File: src/rtl/tanh_lut_loader.sv
// ---------------------------------------------------------------------------
// tanh_lut_loader
//
// Runtime writer for the tanh lookup-table RAM. A host streams table words
// over a valid/ready handshake and the loader writes them to RAM addresses
// 0 .. 2^AW-1 in order. This lets the activation table be reprogrammed in
// system. Only the RAM write port is driven here; the read side is untouched.
//
// Parameters
//   AW  LUT address width (table depth = 2^AW words)
//   DW  LUT word width (raw Q-format tanh sample)
//
// Ports
//   clk        in   1   clock, all state on rising edge
//   rst        in   1   asynchronous, active-low reset
//   start      in   1   pulse: begin a full table load (honoured only in IDLE)
//   s_valid    in   1   stream word valid
//   s_data     in   DW  stream word for the current address
//   s_last     in   1   host marks final word of the table
//   s_ready    out  1   loader accepts a word this cycle
//   mem_we     out  1   LUT RAM write enable (registered)
//   mem_addr   out  AW  LUT RAM write address (registered)
//   mem_wdata  out  DW  LUT RAM write data (registered)
//   busy       out  1   high from start acceptance until the done pulse
//   done       out  1   one-cycle pulse at end of load (normal or aborted)
//   err        out  1   sticky load error, cleared by the next accepted start
//
// Optional feature (macro LOADER_CHECKSUM_EN)
//   Adds exp_sum (in, DW, sampled on accepted start) and sum (out, DW,
//   running modulo-2^DW sum of accepted words). On normal completion the
//   final sum, including the last word, must equal exp_sum or err is set.
//   With the macro undefined neither port nor the adder exists.
// ---------------------------------------------------------------------------
module tanh_lut_loader #(
  parameter int AW = 10,
  parameter int DW = 16
) (
  input  logic          clk,
  input  logic          rst,
  input  logic          start,
  input  logic          s_valid,
  input  logic [DW-1:0] s_data,
  input  logic          s_last,
`ifdef LOADER_CHECKSUM_EN
  input  logic [DW-1:0] exp_sum,
  output logic [DW-1:0] sum,
`endif
  output logic          s_ready,
  output logic          mem_we,
  output logic [AW-1:0] mem_addr,
  output logic [DW-1:0] mem_wdata,
  output logic          busy,
  output logic          done,
  output logic          err
);

  typedef enum logic [1:0] {
    IDLE = 2'd0,
    LOAD = 2'd1,
    DONE = 2'd2
  } state_t;

  // count is one bit wider than the address so the final increment to 2^AW
  // is representable; the load always leaves LOAD on that beat anyway.
  localparam logic [AW:0] LAST_ADDR = (AW+1)'((1 << AW) - 1);
  localparam logic [AW:0] COUNT_ONE = (AW+1)'(1);

  state_t          state_q, state_d;
  logic [AW:0]     count_q, count_d;
  logic            mem_we_q, mem_we_d;
  logic [AW-1:0]   mem_addr_q, mem_addr_d;
  logic [DW-1:0]   mem_wdata_q, mem_wdata_d;
  logic            busy_q, busy_d;
  logic            err_q, err_d;
  logic            beat;

`ifdef LOADER_CHECKSUM_EN
  logic [DW-1:0]   sum_q, sum_d;
  logic [DW-1:0]   exp_q, exp_d;
  logic [DW-1:0]   sum_next;
`endif

  // The stream is accepted purely as a function of state, so s_ready never
  // depends on s_valid and back-to-back beats give one write per cycle.
  assign s_ready = (state_q == LOAD);
  assign beat    = s_valid & s_ready;
  assign done    = (state_q == DONE);

  assign mem_we    = mem_we_q;
  assign mem_addr  = mem_addr_q;
  assign mem_wdata = mem_wdata_q;
  assign busy      = busy_q;
  assign err       = err_q;

`ifdef LOADER_CHECKSUM_EN
  assign sum      = sum_q;
  // Sum including the word being accepted now, used both for the running
  // update and for the end-of-table comparison.
  assign sum_next = sum_q + s_data;
`endif

  // Next-state and registered-output logic for the load sequence.
  always_comb begin
    state_d     = state_q;
    count_d     = count_q;
    mem_we_d    = 1'b0;
    mem_addr_d  = mem_addr_q;
    mem_wdata_d = mem_wdata_q;
    busy_d      = busy_q;
    err_d       = err_q;
`ifdef LOADER_CHECKSUM_EN
    sum_d       = sum_q;
    exp_d       = exp_q;
`endif

    unique case (state_q)
      IDLE: begin
        if (start) begin
          state_d = LOAD;
          count_d = '0;
          err_d   = 1'b0;
          busy_d  = 1'b1;
`ifdef LOADER_CHECKSUM_EN
          sum_d   = '0;
          exp_d   = exp_sum;
`endif
        end
      end

      LOAD: begin
        if (beat) begin
          mem_we_d    = 1'b1;
          mem_addr_d  = count_q[AW-1:0];
          mem_wdata_d = s_data;
          count_d     = count_q + COUNT_ONE;
`ifdef LOADER_CHECKSUM_EN
          sum_d       = sum_next;
`endif
          if (count_q == LAST_ADDR) begin
            // Table full: the host should have flagged this word as last.
            state_d = DONE;
            if (!s_last) begin
              err_d = 1'b1;
            end
`ifdef LOADER_CHECKSUM_EN
            if (sum_next != exp_q) begin
              err_d = 1'b1;
            end
`endif
          end else if (s_last) begin
            // Early abort: word is still written, the rest of the table
            // keeps its previous contents.
            state_d = DONE;
            err_d   = 1'b1;
          end
        end
      end

      DONE: begin
        busy_d  = 1'b0;
        state_d = IDLE;
      end

      default: begin
        state_d = IDLE;
      end
    endcase
  end

  // State and output registers; reset aborts any load immediately.
  always_ff @(posedge clk or negedge rst) begin
    if (!rst) begin
      state_q     <= IDLE;
      count_q     <= '0;
      mem_we_q    <= 1'b0;
      mem_addr_q  <= '0;
      mem_wdata_q <= '0;
      busy_q      <= 1'b0;
      err_q       <= 1'b0;
`ifdef LOADER_CHECKSUM_EN
      sum_q       <= '0;
      exp_q       <= '0;
`endif
    end else begin
      state_q     <= state_d;
      count_q     <= count_d;
      mem_we_q    <= mem_we_d;
      mem_addr_q  <= mem_addr_d;
      mem_wdata_q <= mem_wdata_d;
      busy_q      <= busy_d;
      err_q       <= err_d;
`ifdef LOADER_CHECKSUM_EN
      sum_q       <= sum_d;
      exp_q       <= exp_d;
`endif
    end
  end

endmodule
File: config.mk
export PLATFORM = sky130hd
export DESIGN_NAME = tanh_lut_loader
export DESIGN_NICKNAME = d
export VERILOG_FILES = /design/src/rtl/tanh_lut_loader.sv
export SDC_FILE = /design/constraint.sdc
export NUM_CORES = 1
export LEC_CHECK = 0
export ABC_CLOCK_PERIOD_IN_PS = 3150
export CELL_PAD_IN_SITES_DETAIL_PLACEMENT = 1
export CELL_PAD_IN_SITES_GLOBAL_PLACEMENT = 2
export CORE_AREA = 2 2 82 84
export CTS_CLUSTER_SIZE = 8
export DETAILED_ROUTE_END_ITERATION = 10
export DIE_AREA = 0 0 84 86
export GPL_ROUTABILITY_DRIVEN = 0
export PLACE_DENSITY_LB_ADDON = 0.12
export RECOVER_POWER = 25
export SLEW_MARGIN = 20
export SYNTH_ARGS = -nofsm -noshare
export SYNTH_HDL_FRONTEND = slang
export SYNTH_SLANG_ARGS = --single-unit
File: constraint.sdc
create_clock -name clk -period 3.15 [get_ports clk]
set_input_delay 0.63 -clock clk [delete_from_list [all_inputs] [get_ports clk]]
set_output_delay 0.63 -clock clk [all_outputs]
set_load 0.01 [all_outputs]
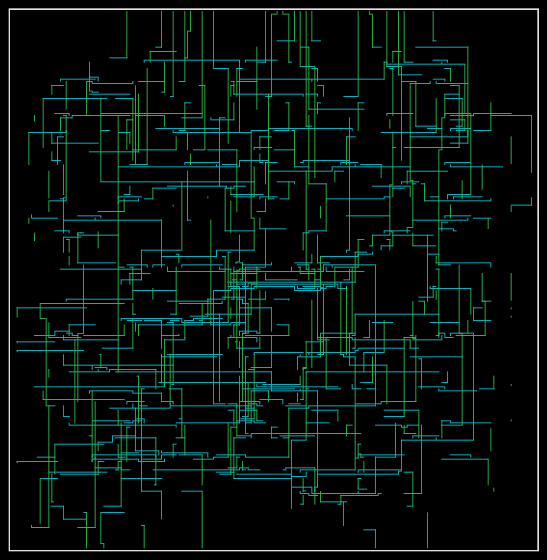
Figure 1: metal layers overlaid.
Two of the layers only.
layer	colour	wire length
M2	green	1,940 um
M1	cyan	2,090 um
global routing usage summed across all routing layers: 0.1327
routed vias: 1,493

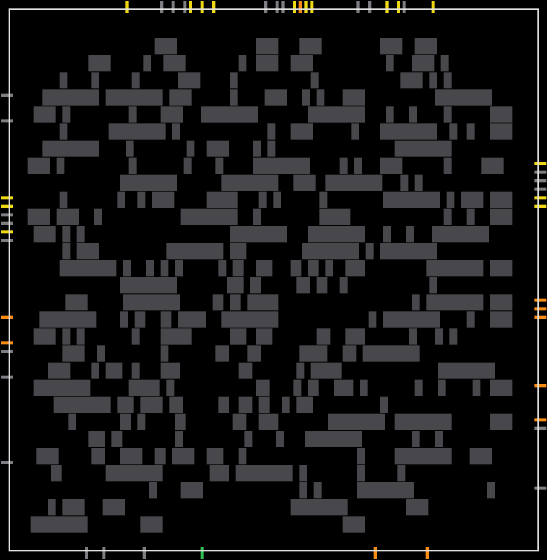
Figure 2: pin map.
Pins as bars across the die edge, other pins in grey.
port	colour	pins	direction	edge
mem_wdata	yellow	16	output	10 top, 3 right, 3 left
mem_addr	orange	10	output	5 right, 2 left, 2 bottom, 1 top
s_last	green	1	input	bottom
all pins by edge	20 top, 13 left, 13 right, 6 bottom
number of port buffers: 51
die width: 84 um
die outline height: 86 um

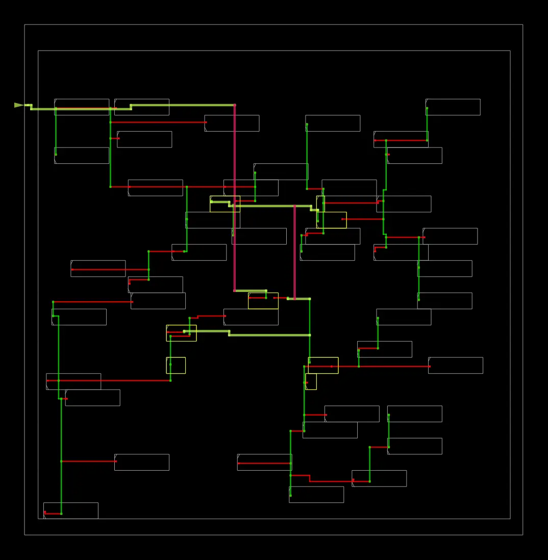
Figure 3: the clock network.
Num CTS Buffers: 5
Setup Skew: 4.720 ps
flip-flops: 42
number of sinks driven by the clock tree: 42

## synth_stat cells, drive strengths merged
| cell type | number |
|---|---|
| nand2 | 84 |
| dfrtp | 42 |
| nor2 | 12 |
| clkbuf | 5 |
| inv | 5 |
| nand3 | 5 |
| a21oi | 4 |
| buf | 4 |
| nor4 | 4 |
| o21ai | 4 |
| mux2i | 3 |
| nor3 | 3 |
| xnor2 | 3 |
| nand4 | 2 |
| o31ai | 2 |
| or2 | 2 |
| or3 | 2 |
| or4 | 2 |
| xor2 | 2 |
| a211oi | 1 |
| and2b | 1 |
| and3 | 1 |
| ha | 1 |
| nand2b | 1 |
| o21bai | 1 |
| o2bb2a | 1 |
## per-layer routing
| layer | track usage | up-vias |
|---|---|---|
| li1 | - | 736 |
| met1 | 0.1676 | 721 |
| met2 | 0.2218 | 32 |
| met3 | 0.03850 | 4 |
| met4 | 0.03959 | 0 |
| met5 | 0 | - |
## sequential cells by signal, indices dropped and copies added, names as in the netlist
signal,flops
state_q,2
mem_we,1
mem_wdata,16
count_q,11
busy,1
mem_addr,10
err,1
## layout make-up
class                      instances  area, um2
multi-input combinational        141      674.4
tap                               77      96.34
timing repair buffer              54      526.8
fill                             729       3824
clock inverter                     2      13.76
sequential                        42       1051
inverter                           5      18.77
clock buffer                       6      72.57
## critical path: stages (launching register included)
cell	delay, ps
sky130_fd_sc_hd__dfrtp_1	510
sky130_fd_sc_hd__nand2b_1	230
sky130_fd_sc_hd__inv_1	120
sky130_fd_sc_hd__clkdlybuf4s50_1	550
## per-stage QoR
step                      hold WS, ps  instance area, um2  cells  worst slack, ps
after floorplan                 334.4                1783    197             1470
after global placement          456.6                2369    319            834.2
after detailed placement        461.6                2369    319            807.5
after CTS                       482.3                2455    327            797.0
after global routing            510.2                2454    327            373.0
final                           474.1                2454    327            819.8
## kinds of logic (layout without fill, tap and decap cells)
family,after synthesis,after routing,synth area share
mux,3,3,0.01895
compound gates,13,13,0.04491
fa+ha+maj,1,1,0.007016
flops,42,42,0.5895
xor+xnor,5,5,0.02457
buf+inv,14,67,0.03228
simple gates,119,119,0.2828
## worst max-delay path by stage
stage,depth (start not counted),start,to,slack (ps)
after floorplan,4,start,count_q[9],1470
after global placement,5,start,count_q[9],830
after detailed placement,5,start,count_q[9],810
after CTS,3,state_q[1],s_ready,800
after global routing,1,rst,count_q[0],370
final,3,state_q[1],s_ready,820
## power by group through the flow
stage          Clock [uW]  Sequential, uW  Combinational [uW]
2_1_floorplan           0             874                 309
3_3_place_gp            0             846                 766
3_5_place_dp            0             846                 774
4_1_cts               361             838                 778
5_1_grt               382             868                 848
6_report              339             835                 754
==> run notes <==
fresh numbers from the pnr run: outcome complete, but fails checks, violated checks max-capacitance violations, max-slew violations, Worst Hold Path EP mem_wdata[10], class of the tightest hold or removal check flip-flop to flip-flop, leading cell type in the layout, fill and taps excluded sky130_fd_sc_hd__nand2_1, Pwr per Cell Area 785.8 nW/um2, routed length per instance 13.11 um, top layer used by detailed routing met4, layout cells sized above 1 0.05200, switching power as a share of total power 0.3475, most numerous logic cells after layout sky130_fd_sc_hd__nand2_1, sky130_fd_sc_hd__clkdlybuf4s50_1, sky130_fd_sc_hd__dfrtp_1, Congestion Overflow GR 0, slew at the pin with the worst max-slew slack 2277 ps, largest cells by area after synthesis sky130_fd_sc_hd__dfrtp_1, sky130_fd_sc_hd__nand2_1, sky130_fd_sc_hd__nor2_1, number of nets at the end of the flow 271, Setup violations, final 0, final number of hold-violating endpoints 0, FF-to-FF path depth 5, synthesis area per yosys 1783 um2, endpoint type of the worst setup path primary output, DIE AREA 7224 um2, sequential cell fraction of total power 0.433, Metal-1 WL 2089 um, first-pass GRT wire length 7679 um, maximum fanout encountered on the critical timing path 13, insertion delay of the later-clocked pin in the worst-skew pair 290 ps, endpoint arrival time on the critical path 1700 ps, core outline area 6277 um2, number of antenna diodes 0, power share of the clock group 0.176, final worst path period need 2330 ps, CTS H-tree depth 2, number of optimization iterations in the first detailed-route pass 4, beginning of the worst hold path mem_wdata[10], Final Util 0.3909, number of primary I/O pins 52, net count of the mapped netlist 219, cell type with the largest total area sky130_fd_sc_hd__dfrtp_1, Post-DRT Antenna Nets 0, internal power 1258 uW, final HPWL from detailed placement 2929 um, post-detailed-route DRC marker count 0, number of warnings in the stage logs 26, Cells on Worst Hold Path 2, maximum number of buffers from clock root to sink 2, Cells after Synth 197, net switching power 669.9 uW, cycle use final 0.7397, Met3 Wirelength 209 um, Setup Buffers After CTS 0, cell area after technology mapping 1783 um2, r2r startpoint count_q[0], slack of the worst reg-to-reg path 1320 ps, Post-synth regs 42, Lkg Pwr 0.001168 uW, worst setup path category flip-flop to primary output, CTS tree built, Site Rows 29, sum of negative setup slack 0 ps, antenna violations before repair 0, worst supply voltage drop on vdd 0.0003188 V, post-synthesis sequential area ratio 0.5895, setup repair after global routing missed its margin no, clock root buffer master sky130_fd_sc_hd__clkbuf_8, number of global-route vias before repair 1,626, Max-cap violations 1, largest net degree at the start of global routing 43, detailed-route vias per instance 4.566, data required time of the worst path 2520 ps, total of hold buffers inserted after clock tree synthesis 0, final number of max-transition violations 43, Clock transition at path regs 80 ps, Worst setup SP type flip-flop, fmax 0.4291 GHz
No activity file was given, so power comes from the tool's default toggle rates.
